Fig. 1: run 1, M1 wires
Scale bar: 20 microns.
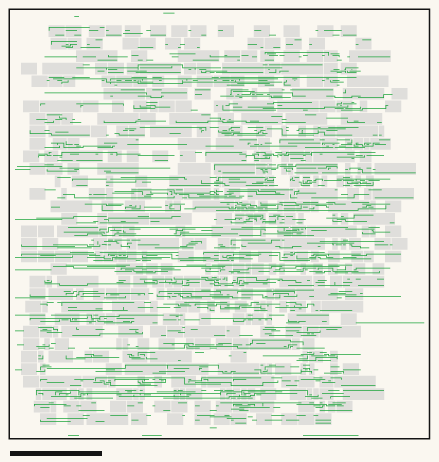
Fig. 2: run 1, signal wires on met2
Scale bar: 20 microns.
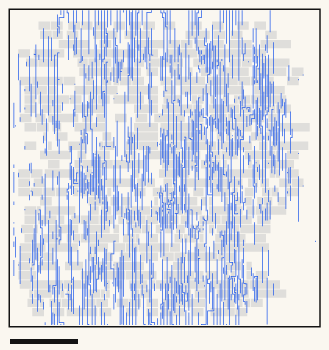
Fig. 3: run 1, metal 3
Scale bar: 20 microns.
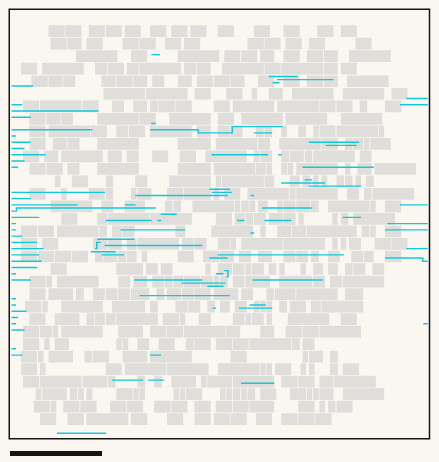
### src/rtl/vram_write_arbiter.sv
// vram_write_arbiter: one VRAM write port shared by the clear engine, the host port and the renderer stream.
// Define VRAM_ARB_STATS_EN to add saturating host/renderer/drop counters.
module vram_write_arbiter #(
  parameter int DW = 24,
  parameter int AW = 16,
  parameter int PIXELS = 53760,
  parameter logic [DW-1:0] FILL = 24'h000000
) (
  input  logic          CLOCK_50,
  input  logic          reset,
  input  logic          clr_start,
  output logic          clr_busy,
  input  logic          host_req,
  input  logic [AW-1:0] host_adr,
  input  logic [DW-1:0] host_d,
  output logic          host_ack,
  input  logic          rend_valid,
  input  logic [AW-1:0] rend_adr,
  input  logic [DW-1:0] rend_d,
  output logic          rend_ready,
`ifdef VRAM_ARB_STATS_EN
  output logic [15:0]   host_cnt,
  output logic [15:0]   rend_cnt,
  output logic [15:0]   drop_cnt,
`endif
  output logic          vram_we,
  output logic [AW-1:0] vram_wadr,
  output logic [DW-1:0] vram_d
);
  typedef enum logic {IDLE, CLEAR} state_t;
  localparam logic [AW:0] LIM = (AW+1)'(PIXELS);
  localparam logic [AW-1:0] LAST = AW'(PIXELS - 1);
  state_t state;
  logic [AW-1:0] clr_adr;
  logic last_host;
  logic arb, grant, in_range;
  logic [AW-1:0] g_adr;
  logic [DW-1:0] g_d;
  // strobes see only the handshake bits, never the address/data buses
  always_comb begin
    arb = state == IDLE && !clr_start;
    host_ack = arb && host_req && (!rend_valid || !last_host);
    rend_ready = arb && rend_valid && (!host_req || last_host);
    grant = host_ack || rend_ready;
    g_adr = host_ack ? host_adr : rend_adr;
    g_d = host_ack ? host_d : rend_d;
    in_range = {1'b0, g_adr} < LIM;
  end
  always_ff @(posedge CLOCK_50 or posedge reset)
    if (reset) begin
      state <= IDLE;
      clr_adr <= '0;
      clr_busy <= 1'b0;
      last_host <= 1'b0;
      vram_we <= 1'b0;
      vram_wadr <= '0;
      vram_d <= '0;
    end else if (state == CLEAR) begin
      vram_we <= 1'b1;
      vram_wadr <= clr_adr;
      vram_d <= FILL;
      clr_adr <= clr_adr + 1'b1;
      if (clr_adr == LAST) begin
        state <= IDLE;
        clr_busy <= 1'b0;
      end
    end else if (clr_start) begin
      state <= CLEAR;
      clr_adr <= '0;
      clr_busy <= 1'b1;
      vram_we <= 1'b0;
    end else begin
      vram_we <= grant && in_range;
      if (grant) last_host <= host_ack;
      if (grant && in_range) begin
        vram_wadr <= g_adr;
        vram_d <= g_d;
      end
    end
`ifdef VRAM_ARB_STATS_EN
  always_ff @(posedge CLOCK_50 or posedge reset)
    if (reset) begin
      host_cnt <= '0;
      rend_cnt <= '0;
      drop_cnt <= '0;
    end else begin
      if (host_ack && ~&host_cnt) host_cnt <= host_cnt + 1'b1;
      if (rend_ready && ~&rend_cnt) rend_cnt <= rend_cnt + 1'b1;
      if (grant && !in_range && ~&drop_cnt) drop_cnt <= drop_cnt + 1'b1;
    end
`endif
endmodule
### config.mk
export PLATFORM = sky130hd
export DESIGN_NAME = vram_write_arbiter
export DESIGN_NICKNAME = d
export VERILOG_FILES = /design/src/rtl/vram_write_arbiter.sv
export SDC_FILE = /design/constraint.sdc
export NUM_CORES = 1
export LEC_CHECK = 0
export CAP_MARGIN = 30
export CORE_AREA = 2 2 89 91
export CTS_BUF_LIST = sky130_fd_sc_hd__clkbuf_16
export CTS_CLUSTER_SIZE = 10
export DETAILED_ROUTE_END_ITERATION = 16
export DIE_AREA = 0 0 91 93
export PLACE_DENSITY_LB_ADDON = 0.2
export SYNTH_ARGS = -nofsm -noshare
export SYNTH_HDL_FRONTEND = slang
export SYNTH_SLANG_ARGS = --single-unit
### constraint.sdc
create_clock -name CLOCK_50 -period 2.1 [get_ports CLOCK_50]
set_input_delay 0.21 -clock CLOCK_50 [delete_from_list [all_inputs] [get_ports CLOCK_50]]
set_output_delay 0.21 -clock CLOCK_50 [all_outputs]
set_load 0.02 [all_outputs]
==> impl_metrics.env, run 1 <==
# physical design summary
export IMPL_run_status="complete, no violations"
export IMPL_timing_rr_end="clr_adr[12]"
export IMPL_die_w_microns=91
export IMPL_syn_nets=395
export IMPL_avgViaCountPerCell=5.64
export IMPL_comb_area_sq_um=1510
export IMPL_cts_tree="yes"
export IMPL_flops=60
export IMPL_r2r_setup_slack_ps=160
export IMPL_grt_antenna_before_repair=0
export IMPL_fillers=616
export IMPL_met3_length_microns=612
export IMPL_p_per_area_nw_per_um2=775
export IMPL_dr_pass1_iters=5
export IMPL_topCellsByArea="dfrtp_1 48%, nand2_1 6.3%, a22o_1 5.3%"
export IMPL_buffers=166
export IMPL_clk_share_pct=5.91
export IMPL_drive_gt1_share_pct=16.1
export IMPL_regArea_sq_um=1500
export IMPL_area_growth_pct=61.6
export IMPL_ys_seq_share_pct=47.7
export IMPL_grt_max_degree=43
export IMPL_avgSynthCellArea_sq_um=10.2
export IMPL_die_area_sq_um=8460
export IMPL_cp_max_fo=6
export IMPL_post_place_ws_ps=-299
export IMPL_overflow=0
export IMPL_layout_nets=553
export IMPL_most_common_cell="dfrtp_1"
export IMPL_log_warning_count=26
export IMPL_sh_comb_area_pct=29.7
export IMPL_met2_length_microns=4950
export IMPL_fmax_mhz=515
export IMPL_setup_worst_path_start_class="flop"
export IMPL_wire_per_inst_microns=17.4
export IMPL_critPathArrivalTime_ps=2190
export IMPL_synth_warnings=0
export IMPL_hold_worst_slack_ps=207
export IMPL_buffer_area_share_pct=31.8
export IMPL_setup_viol=0
export IMPL_yosysCellCount=309
export IMPL_post_route_period_util_pct=92.5
export IMPL_worstSetupEndpointType="flop"
export IMPL_max_cap_viol_count=0
export IMPL_dpl_cell_area_sq_um=4750
export IMPL_seq_share_pct=29.5
export IMPL_root_buffer="clkbuf_16"
export IMPL_initial_core_util_pct=41.8
export IMPL_required_ps=2340
export IMPL_n_clock_buffer=9
export IMPL_top_cells_by_count="60 x dfrtp_1, 53 x nand2_1, 24 x a21oi_1, 19 x a22o_1, 11 x a311oi_2"
export IMPL_cts_sinks=60
export IMPL_ant_nets=0
export IMPL_h_tree_depth=3
export IMPL_drc=0
export IMPL_portBuffers=128
export IMPL_clk_insertion_delay_late_ps=330
export IMPL_reg2regPathDepth=6
export IMPL_place_gp_congestion=0.897
export IMPL_top_area_cell="dfrtp_1"
export IMPL_cts_resized=2
export IMPL_grt_pass1_wl_microns=16200
export IMPL_drt_met1_wl_microns=4210
export IMPL_p_leak_uw=0.00214
export IMPL_drt_iter0_markers=256
export IMPL_syn_area_sq_um=3150
export IMPL_grtUsageTotal_pct=23.9
export IMPL_edf_count=0
export IMPL_synth_flops=60
export IMPL_flop_cell="dfrtp_1"
export IMPL_setup_ws_ps=158
export IMPL_grt_busiest_layer="met2"
export IMPL_top_layer="met4"
export IMPL_top_area_share_pct=47.7
Notes on Fig. 1 above:
longest straight run	36.3 microns
main direction	horizontal
share of all routed wire	42%
WL final: 9970 microns
met1 Resource Use GR: 32.1%
detailed-route via count: 3238

Notes on Fig. 2 above:
wire length on this layer	4950 microns
longest straight run	30.8 microns
main direction	vertical
met2 Track Usage GR: 38.2%

Notes on Fig. 3 above:
longest straight run	30.1 microns
main direction	horizontal
share of all routed wire	6.2%
wire length on this layer	612 microns
M3 GR Usage: 4.75%

-- run 1: kinds of logic after synthesis --
family,after synthesis,synth area share (%)
AND-OR/OR-AND,117,30.2
XOR/XNOR,3,0.835
adder cells (fa/ha/maj),1,0.398
buffers and inverters,27,4.65
flip-flops,60,47.7
multiplexers,6,2.07
AND/OR/NAND/NOR,95,14.2
-- run 1: power breakdown --
part           switching (uW)  internal, uW
Sequential                233          1350
Clock                     554           923
Combinational             383           497
Total                    1170          2770
-- run 1: cell usage in the layout (no fill, tap or decap), types with 10 or more instances in the layout --
master	n
a21o_1	10
a21oi_1	24
a22o_1	19
a311oi_2	11
buf_4	34
clkdlybuf4s50_1	126
dfrtp_1	60
nand2_1	53
-- run 1: through the flow --
step / instances / utilization (%) / total power (uW)
floorplan: 309 / - / 1940
global placement: 557 / 63.1 / 2440
detailed placement: 557 / 63.1 / 2470
CTS: 573 / 67.1 / 3960
global route: 574 / 67.5 / 4110
finish: 574 / 67.5 / 3940
-- run 1: flip-flops by register name, indices dropped and copies added (netlist names) --
signal     cells
last_host      1
vram_wadr     16
clr_adr       16
state          1
vram_d        24
clr_busy       1
vram_we        1
-- run 1: critical path, cell delays in order (launching register included) --
cell and delay [ps]:
dfrtp_1 490, ha_1 250, nand3_1 120, nor2_1 280
nand2_1 220, nor3_1 260, mux2i_1 220
-- run 1: how the worst max path moves through the flow --
stage / from / end / slack (ps) / cells after the start
after global placement: rend_adr[11] / vram_wadr[7] / -130 / 7
after floorplan: state / vram_wadr[10] / 350 / 7
after detailed placement: rend_adr[13] / vram_wadr[3] / -300 / 7
after CTS: rend_adr[13] / vram_wadr[7] / 30 / 7
final: clr_adr[0] / clr_adr[12] / 160 / 6
after global routing: clr_adr[0] / clr_adr[12] / 20 / 6
Fig. 4: run 1, met4 routing
Scale bar: 20 microns.
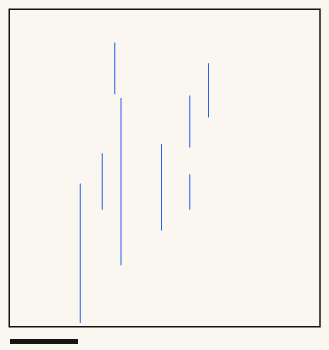

==> inputs of run 2 (changes only) <==
--- a/config.mk
+++ b/config.mk
@@ -6,11 +6,11 @@
 export NUM_CORES = 1
 export LEC_CHECK = 0
 export CAP_MARGIN = 30
-export CORE_AREA = 2 2 89 91
+export CORE_AREA = 2 2 85 87
 export CTS_BUF_LIST = sky130_fd_sc_hd__clkbuf_16
 export CTS_CLUSTER_SIZE = 10
 export DETAILED_ROUTE_END_ITERATION = 16
-export DIE_AREA = 0 0 91 93
+export DIE_AREA = 0 0 87 89
 export PLACE_DENSITY_LB_ADDON = 0.2
 export SYNTH_ARGS = -nofsm -noshare
 export SYNTH_HDL_FRONTEND = slang
==> constraint.sdc (replaced) <==
create_clock -name CLOCK_50 -period 2.4 [get_ports CLOCK_50]
set_input_delay 0.24 -clock CLOCK_50 [delete_from_list [all_inputs] [get_ports CLOCK_50]]
set_output_delay 0.24 -clock CLOCK_50 [all_outputs]
set_load 0.02 [all_outputs]
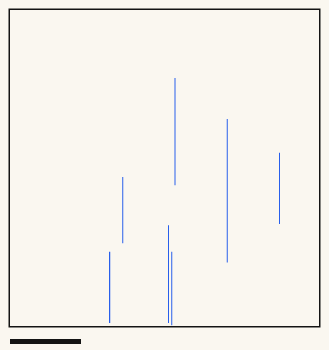
Fig. 5. Met4 routing (run 2).
Scale bar: 20 microns.
nets with wire on the layer	7
share of all routed wire	1.9%
wire length on this layer	175 microns
detailed-route via count: 3091
WL final: 9360 microns

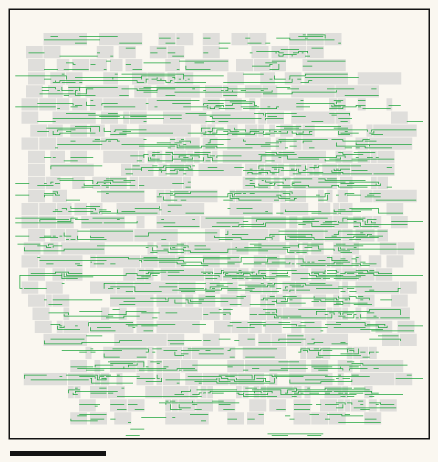
Fig. 6. M1 wires (run 2).
Scale bar: 20 microns.
nets with wire on the layer	455
longest straight run	35.0 microns
wire length on this layer	4050 microns
main direction	horizontal
met1 Resource Use GR: 33.8%

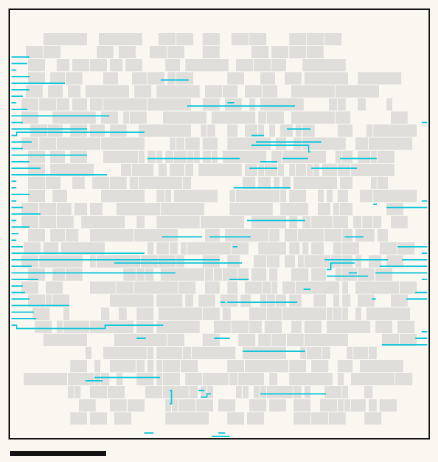
Fig. 7. Metal 3 (run 2).
Scale bar: 20 microns.
wire length on this layer	694 microns
main direction	horizontal
M3 GR Usage: 6.37%

==> run 2 against run 1 <==
Utilization up 5.3 points. First-iteration DRC count shrank 37%. Flip-flop count did not move. Combinational power down 15%. Clock power down 7%. Final cell count fell by 7.3%. Design area down 3.8%. Clock-buffer cell count unchanged. Power is 12% lower. Sequential share of layout area is 1.2 points higher. Critical endpoint is now host_ack. Largest power group unchanged.
==> impl_metrics.env, run 2 <==
# physical design summary
export IMPL_avgViaCountPerCell=5.81
export IMPL_p_leak_uw=0.00204
export IMPL_grtUsageTotal_pct=25.2
export IMPL_cts_resized=0
export IMPL_grt_pass1_wl_microns=15200
export IMPL_dr_pass1_iters=4
export IMPL_synth_flops=60
export IMPL_ys_seq_share_pct=47.7
export IMPL_h_tree_depth=3
export IMPL_cts_tree="yes"
export IMPL_max_flop_register="vram_d"
export IMPL_max_cap_viol_count=0
export IMPL_drt_iter0_markers=161
export IMPL_post_place_ws_ps=23.1
export IMPL_root_buffer="clkbuf_16"
export IMPL_power_uw=3480
export IMPL_cp_slowest_stage_delay_ps=600
export IMPL_top_area_share_pct=47.7
export IMPL_largest_reg_flops=24
export IMPL_hold_worst_slack_ps=246
export IMPL_setup_worst_path_start_class="input pin"
export IMPL_wire_per_inst_microns=17.6
export IMPL_fmax_mhz=444
export IMPL_initial_core_util_pct=46.8
export IMPL_critPathArrivalTime_ps=2010
export IMPL_layoutNonFillerInstCount=532
export IMPL_p_per_area_nw_per_um2=712
export IMPL_place_gp_congestion=0.899
export IMPL_die_area_sq_um=7740
export IMPL_grt_max_degree=38
export IMPL_flop_cell="dfrtp_1"
export IMPL_setup_viol=0
export IMPL_drive_gt1_share_pct=12.2
export IMPL_syn_nets=395
export IMPL_edf_count=0
export IMPL_topCellsByArea="dfrtp_1 48%, nand2_1 6.3%, a22o_1 5.3%"
export IMPL_mostFrequentLayoutCell="clkdlybuf4s50_1"
export IMPL_cts_sinks=60
export IMPL_setup_ws_ps=147
export IMPL_clk_insertion_delay_late_ps=320
export IMPL_grt_antenna_before_repair=0
export IMPL_portBuffers=128
export IMPL_synth_warnings=0
export IMPL_most_common_cell="dfrtp_1"
export IMPL_fin_skew_ps=5.02
export IMPL_required_ps=2160
export IMPL_yosysCellCount=309
export IMPL_top_cells_by_count="60 x dfrtp_1, 53 x nand2_1, 24 x a21oi_1, 19 x a22o_1, 11 x a311oi_2"
export IMPL_largestRegisters="vram_d x24, clr_adr x16, vram_wadr x16"
export IMPL_worstSetupEndpointType="output port"
export IMPL_path_cells="clkdlybuf4s50_1, a21boi_2, nand2_1, inv_1, buf_4, clkdlybuf4s50_1"
export IMPL_crit_top_cell="clkdlybuf4s50_1"
export IMPL_log_warning_count=26
export IMPL_overflow=0
export IMPL_dpl_cell_area_sq_um=4570
export IMPL_die_w_microns=87
export IMPL_top_area_cell="dfrtp_1"
export IMPL_run_status="complete, no violations"
export IMPL_area_growth_pct=55.4
export IMPL_post_route_period_util_pct=93.9
export IMPL_final_util_pct=72.8
export IMPL_placed_cells=516
[run 2: netlist changes by cell type in the layout (fill, tap and decap cells not counted), sizes merged]
cell,before,now
buf,38,18
bufinv,1,2
clkdlybuf4s50,126,128
clkinv,1,3
clkinvlp,3,1
dlygate4sd2,2,0
inv,10,9
[run 2: layout make-up]
cell class,count,area [sq um]
Fill cell,486,1830
Sequential cell,60,1500
Multi-Input combinational cell,222,1500
Timing Repair Buffer,146,1440
Clock buffer,9,225
Tap cell,80,100
Clock inverter,7,90.1
Inverter,8,30.0
[run 2: critical path, delay by kind of cell]
family                 cells  cell delay (ps)
AND-OR/OR-AND              1              210
buffers and inverters      4             1450
AND/OR/NAND/NOR            1              110
[run 2: kinds of logic (layout without fill, tap and decap cells)]
| family | Yosys count | count (layout) | share of synthesized area, % |
|---|---|---|---|
| buffers and inverters | 27 | 170 | 4.65 |
| flip-flops | 60 | 60 | 47.7 |
| multiplexers | 6 | 6 | 2.07 |
| AND-OR/OR-AND | 117 | 117 | 30.2 |
| XOR/XNOR | 3 | 3 | 0.835 |
| adder cells (fa/ha/maj) | 1 | 1 | 0.398 |
| AND/OR/NAND/NOR | 95 | 95 | 14.2 |
[run 2: path summary, 6_finish.rpt]
check	start	endpoint	slack, ps	depth (start not counted)
setup / recovery	host_req	host_ack	150	6
hold / removal	reset	vram_d[21]	250	2
setup reg to reg	state	clr_adr[12]	390	6
hold reg to reg	vram_d[7]	vram_d[7]	480	1
max in group asynchronous	reset	vram_wadr[14]	1520	3
min in group CLOCK_50	vram_d[7]	vram_d[7]	480	1
[run 2: report_power, final]
part	switching, uW	internal [uW]
logic	325	420
registers	185	1180
clock network	468	904
total	978	2510
[run 2: per-layer routing]
layer	GRT usage [%]	wire, microns
met5	0	0
met4	10.1	175
met3	6.37	694
met2	39.3	4440
met1	33.8	4050
Power is estimated from default activity; no workload was simulated.
